## config.mk

```make
export PLATFORM = sky130hd
export DESIGN_NAME = decr_round_engine
export DESIGN_NICKNAME = d
export VERILOG_FILES = /design/src/rtl/decr_pkg.sv /design/src/rtl/decr_round_fn.sv /design/src/rtl/decr_round_engine.sv
export SDC_FILE = /design/constraint.sdc
export NUM_CORES = 2
export LEC_CHECK = 0
export ABC_AREA = 0
export CAP_MARGIN = 40
export CORE_MARGIN = 1
export CORE_UTILIZATION = 35
export CTS_CLUSTER_DIAMETER = 100
export CTS_CLUSTER_SIZE = 20
export DETAILED_ROUTE_END_ITERATION = 7
export GPL_TIMING_DRIVEN = 0
export PLACE_DENSITY = 0.64
export SETUP_SLACK_MARGIN = 0.4
export SYNTH_ARGS = -nofsm -noshare
export SYNTH_HDL_FRONTEND = slang
export SYNTH_SLANG_ARGS = --single-unit
```

## constraint.sdc

```tcl
create_clock -name clk -period 9.53 [get_ports clk]
set_input_delay 1.906 -clock clk [delete_from_list [all_inputs] [get_ports clk]]
set_output_delay 1.906 -clock clk [all_outputs]
set_load 0.05 [all_outputs]
```

## src/rtl/decr_pkg.sv

```systemverilog
// Shared FSM type, S-box tables and GF(2^8) helpers for the round decryption engine.
package decr_pkg;

    typedef enum logic [1:0] {StIdle, StRun, StDone} fsm_state_e;

    localparam logic [63:0] SBOX0 = 64'h0123456789ABCDEF;
    localparam logic [63:0] SBOX1 = 64'h543210EDCBA9876F;
    localparam logic [63:0] SBOX2 = 64'hBA9EDC601572438F;
    localparam logic [63:0] SBOX3 = 64'hEDC01245B3A6987F;

    localparam logic [7:0] GF_RED = 8'h1B;

    function automatic logic [7:0] gf_xtime(input logic [7:0] a);
        return {a[6:0], 1'b0} ^ (a[7] ? GF_RED : 8'h00);
    endfunction

    // Multiply by a 4-bit constant c (enough for the 09/0B/0D/0E inverse-mix coefficients).
    function automatic logic [7:0] gf_mul_c(input logic [7:0] a, input logic [3:0] c);
        logic [7:0] x2;
        logic [7:0] x4;
        logic [7:0] x8;
        x2 = gf_xtime(a);
        x4 = gf_xtime(x2);
        x8 = gf_xtime(x4);
        return (c[3] ? x8 : 8'h00) ^ (c[2] ? x4 : 8'h00) ^
               (c[1] ? x2 : 8'h00) ^ (c[0] ? a : 8'h00);
    endfunction

    function automatic logic [3:0] sbox_lookup(input logic [1:0] sel, input logic [3:0] v);
        logic [63:0] t;
        unique case (sel)
            2'd0: t = SBOX0;
            2'd1: t = SBOX1;
            2'd2: t = SBOX2;
            2'd3: t = SBOX3;
        endcase
        return t[4*v +: 4];
    endfunction

endpackage

```

## src/rtl/decr_round_fn.sv

```systemverilog
// One decryption round, split at the column mix: steps 1-3 drive mix_out, steps 4-5 consume mix_in.
module decr_round_fn
    import decr_pkg::*;
(
    input  logic [31:0]  state_in,
    input  logic [255:0] key,
    input  logic [3:0]   r,
    output logic [31:0]  mix_out,
    input  logic [31:0]  mix_in,
    output logic [31:0]  state_out
);

    logic [3:0][7:0] a;
    logic [3:0][7:0] b;
    logic [7:0][3:0] n;
    logic [7:0][3:0] s;
    logic [2:0]      rot;

    // (r mod 8)+1 wrapped to 3 bits: a rotation by 8 becomes 0, i.e. no rotation.
    assign rot = r[2:0] + 3'd1;

    always_comb begin
        for (int j = 0; j < 4; j++) begin
            logic [7:0]  w;
            logic [15:0] d;
            w = state_in[8*j +: 8] ^ key[224 + 8*j - 8*int'(r) +: 8];
            d = {w, w} >> rot;
            a[j] = d[7:0];
        end
    end

    assign mix_out[7:0]   = gf_mul_c(a[0], 4'hE) ^ gf_mul_c(a[1], 4'hB) ^
                            gf_mul_c(a[2], 4'hD) ^ gf_mul_c(a[3], 4'h9);
    assign mix_out[15:8]  = gf_mul_c(a[0], 4'h9) ^ gf_mul_c(a[1], 4'hE) ^
                            gf_mul_c(a[2], 4'hB) ^ gf_mul_c(a[3], 4'hD);
    assign mix_out[23:16] = gf_mul_c(a[0], 4'hD) ^ gf_mul_c(a[1], 4'h9) ^
                            gf_mul_c(a[2], 4'hE) ^ gf_mul_c(a[3], 4'hB);
    assign mix_out[31:24] = gf_mul_c(a[0], 4'hB) ^ gf_mul_c(a[1], 4'hD) ^
                            gf_mul_c(a[2], 4'h9) ^ gf_mul_c(a[3], 4'hE);

    assign b = mix_in;
    assign n = {b[1], b[0], b[3], b[2]};

    always_comb begin
        for (int k = 0; k < 8; k++) begin
            s[k] = sbox_lookup({key[8*(int'(r) + 2*k) + 1], key[8*(int'(r) + 2*k)]}, n[k]);
        end
    end

    // Byte j of the key window is key[8r+8j +: 8], matching {s(2j+1), s(2j)}.
    assign state_out = s ^ key[8*int'(r) +: 32];

endmodule

```

## src/rtl/decr_round_engine.sv

```systemverilog
// Iterative block decryption engine; define DECR_MIX_REG_EN to register the column mix (2 cycles/round).
module decr_round_engine
    import decr_pkg::*;
#(
    parameter int unsigned NUM_ROUNDS = 16
) (
    input  logic         clk,
    input  logic         rst,
    input  logic         in_valid,
    output logic         in_ready,
    input  logic [31:0]  in_data,
    input  logic [255:0] key,
    output logic         out_valid,
    input  logic         out_ready,
    output logic [31:0]  out_data,
    output logic         busy,
    output logic [3:0]   round_idx
);

    localparam logic [3:0] LAST_R = 4'(NUM_ROUNDS - 1);

    fsm_state_e   fsm_q;
    logic [31:0]  data_q;
    logic [255:0] key_q;
    logic [3:0]   r_q;
    logic         out_valid_q;

    logic [31:0]  mix_comb;
    logic [31:0]  mix_sel;
    logic [31:0]  round_out;
    logic         round_commit;

`ifdef DECR_MIX_REG_EN
    logic [31:0]  mix_q;
    logic         phase_b_q;
    assign mix_sel      = mix_q;
    assign round_commit = phase_b_q;
`else
    assign mix_sel      = mix_comb;
    assign round_commit = 1'b1;
`endif

    decr_round_fn u_round_fn (
        .state_in  (data_q),
        .key       (key_q),
        .r         (r_q),
        .mix_out   (mix_comb),
        .mix_in    (mix_sel),
        .state_out (round_out)
    );

    always_ff @(posedge clk) begin
        if (rst) begin
            fsm_q       <= StIdle;
            data_q      <= '0;
            key_q       <= '0;
            r_q         <= '0;
            out_valid_q <= 1'b0;
`ifdef DECR_MIX_REG_EN
            mix_q       <= '0;
            phase_b_q   <= 1'b0;
`endif
        end else begin
            unique case (fsm_q)
                StIdle: begin
                    if (in_valid) begin
                        data_q <= in_data;
                        key_q  <= key;
                        r_q    <= LAST_R;
                        fsm_q  <= StRun;
                    end
                end
                StRun: begin
`ifdef DECR_MIX_REG_EN
                    phase_b_q <= ~phase_b_q;
                    if (!phase_b_q) begin
                        mix_q <= mix_comb;
                    end
`endif
                    if (round_commit) begin
                        data_q <= round_out;
                        if (r_q == 4'd0) begin
                            fsm_q       <= StDone;
                            out_valid_q <= 1'b1;
                        end else begin
                            r_q <= r_q - 4'd1;
                        end
                    end
                end
                StDone: begin
                    if (out_ready) begin
                        fsm_q       <= StIdle;
                        out_valid_q <= 1'b0;
                    end
                end
                default: fsm_q <= StIdle;
            endcase
        end
    end

    assign in_ready  = (fsm_q == StIdle);
    assign busy      = (fsm_q != StIdle);
    assign out_valid = out_valid_q;
    assign out_data  = data_q;
    assign round_idx = r_q;

endmodule

```

==> images/met1.png <==
The bar under the picture is 100 um long. Supply wires on this layer in gray.
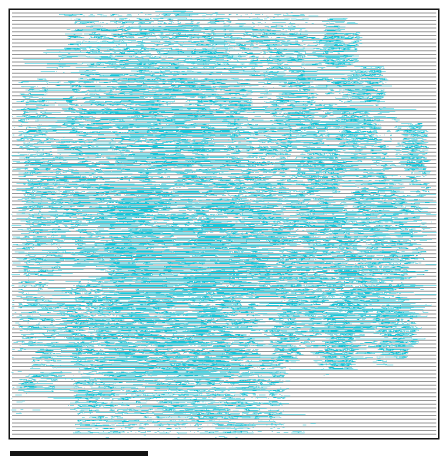
main direction	horizontal
nets with wire on the layer	4295

==> results.cfg <==
; generated from flow reports
[critical_path]
critPathMaxFanout = 10
reg2reg_depth = 31
worstReg2RegEnd = out_data[16]

[synthesis]
largest_area_cell = mux4_2
aoi_share = 0.164
yosys_most_used_dff = dfxtp_1
top_cells_by_count = nand2_1 (768), a21oi_1 (379), mux2i_1 (297), dfxtp_1 (295), mux4_2 (273)
syn-cell-area_um2 = 33100

[sta]
hold_ws_ps = 508
skew_ps = 14.6

[global_routing]
first_global_vias = 33500
grt_max_degree = 21

[placed_design]
io_buffers = 329
place_ws_ps = -1760

[floorplan]
fp_util = 0.354
core_area_um2 = 93500

[run_status]
outcome = finished clean

[layout]
diodes = 1
comb_area_um2 = 26200

[drt]
drt-initial-drc-count = 4829

[min_path]
hp-class = reg2reg
==> images/met2.png <==
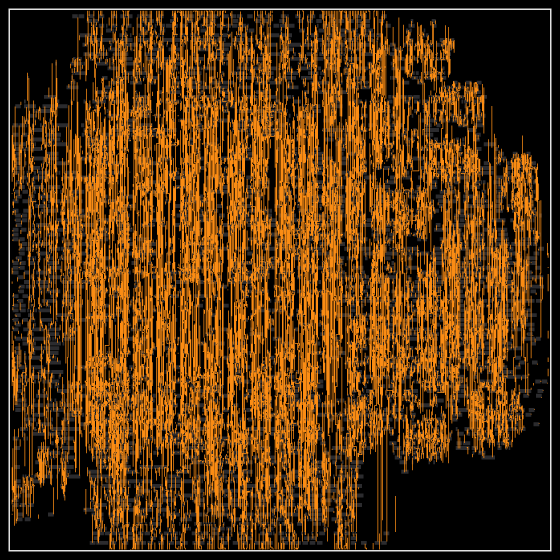
share of all routed wire	42%
nets with wire on the layer	3893
wire length on this layer	79.1 mm
main direction	vertical
routed via count: 35700
met2 Use GR: 0.572
Total Wirelength: 188000 um

==> critical path, delay by kind of cell, from the launching register on <==
kind / cells / cell delay [ps]
compound gates: 7 / 2100
flops: 1 / 350
xor+xnor: 3 / 930
mux: 2 / 940
simple gates: 1 / 50
fa+ha+maj: 1 / 260
buf+inv: 17 / 4300
==> routing by layer <==
layer,part of all wire,track usage
met1,0.38,0.476
met2,0.42,0.572
met3,0.12,0.120
met4,0.084,0.252
met5,0.00015,0
==> sequential cells by signal, summed over array words and instances (netlist names) <==
name       flops
out_valid      1
out_data      32
fsm_q          2
round_idx      4
key_q        256
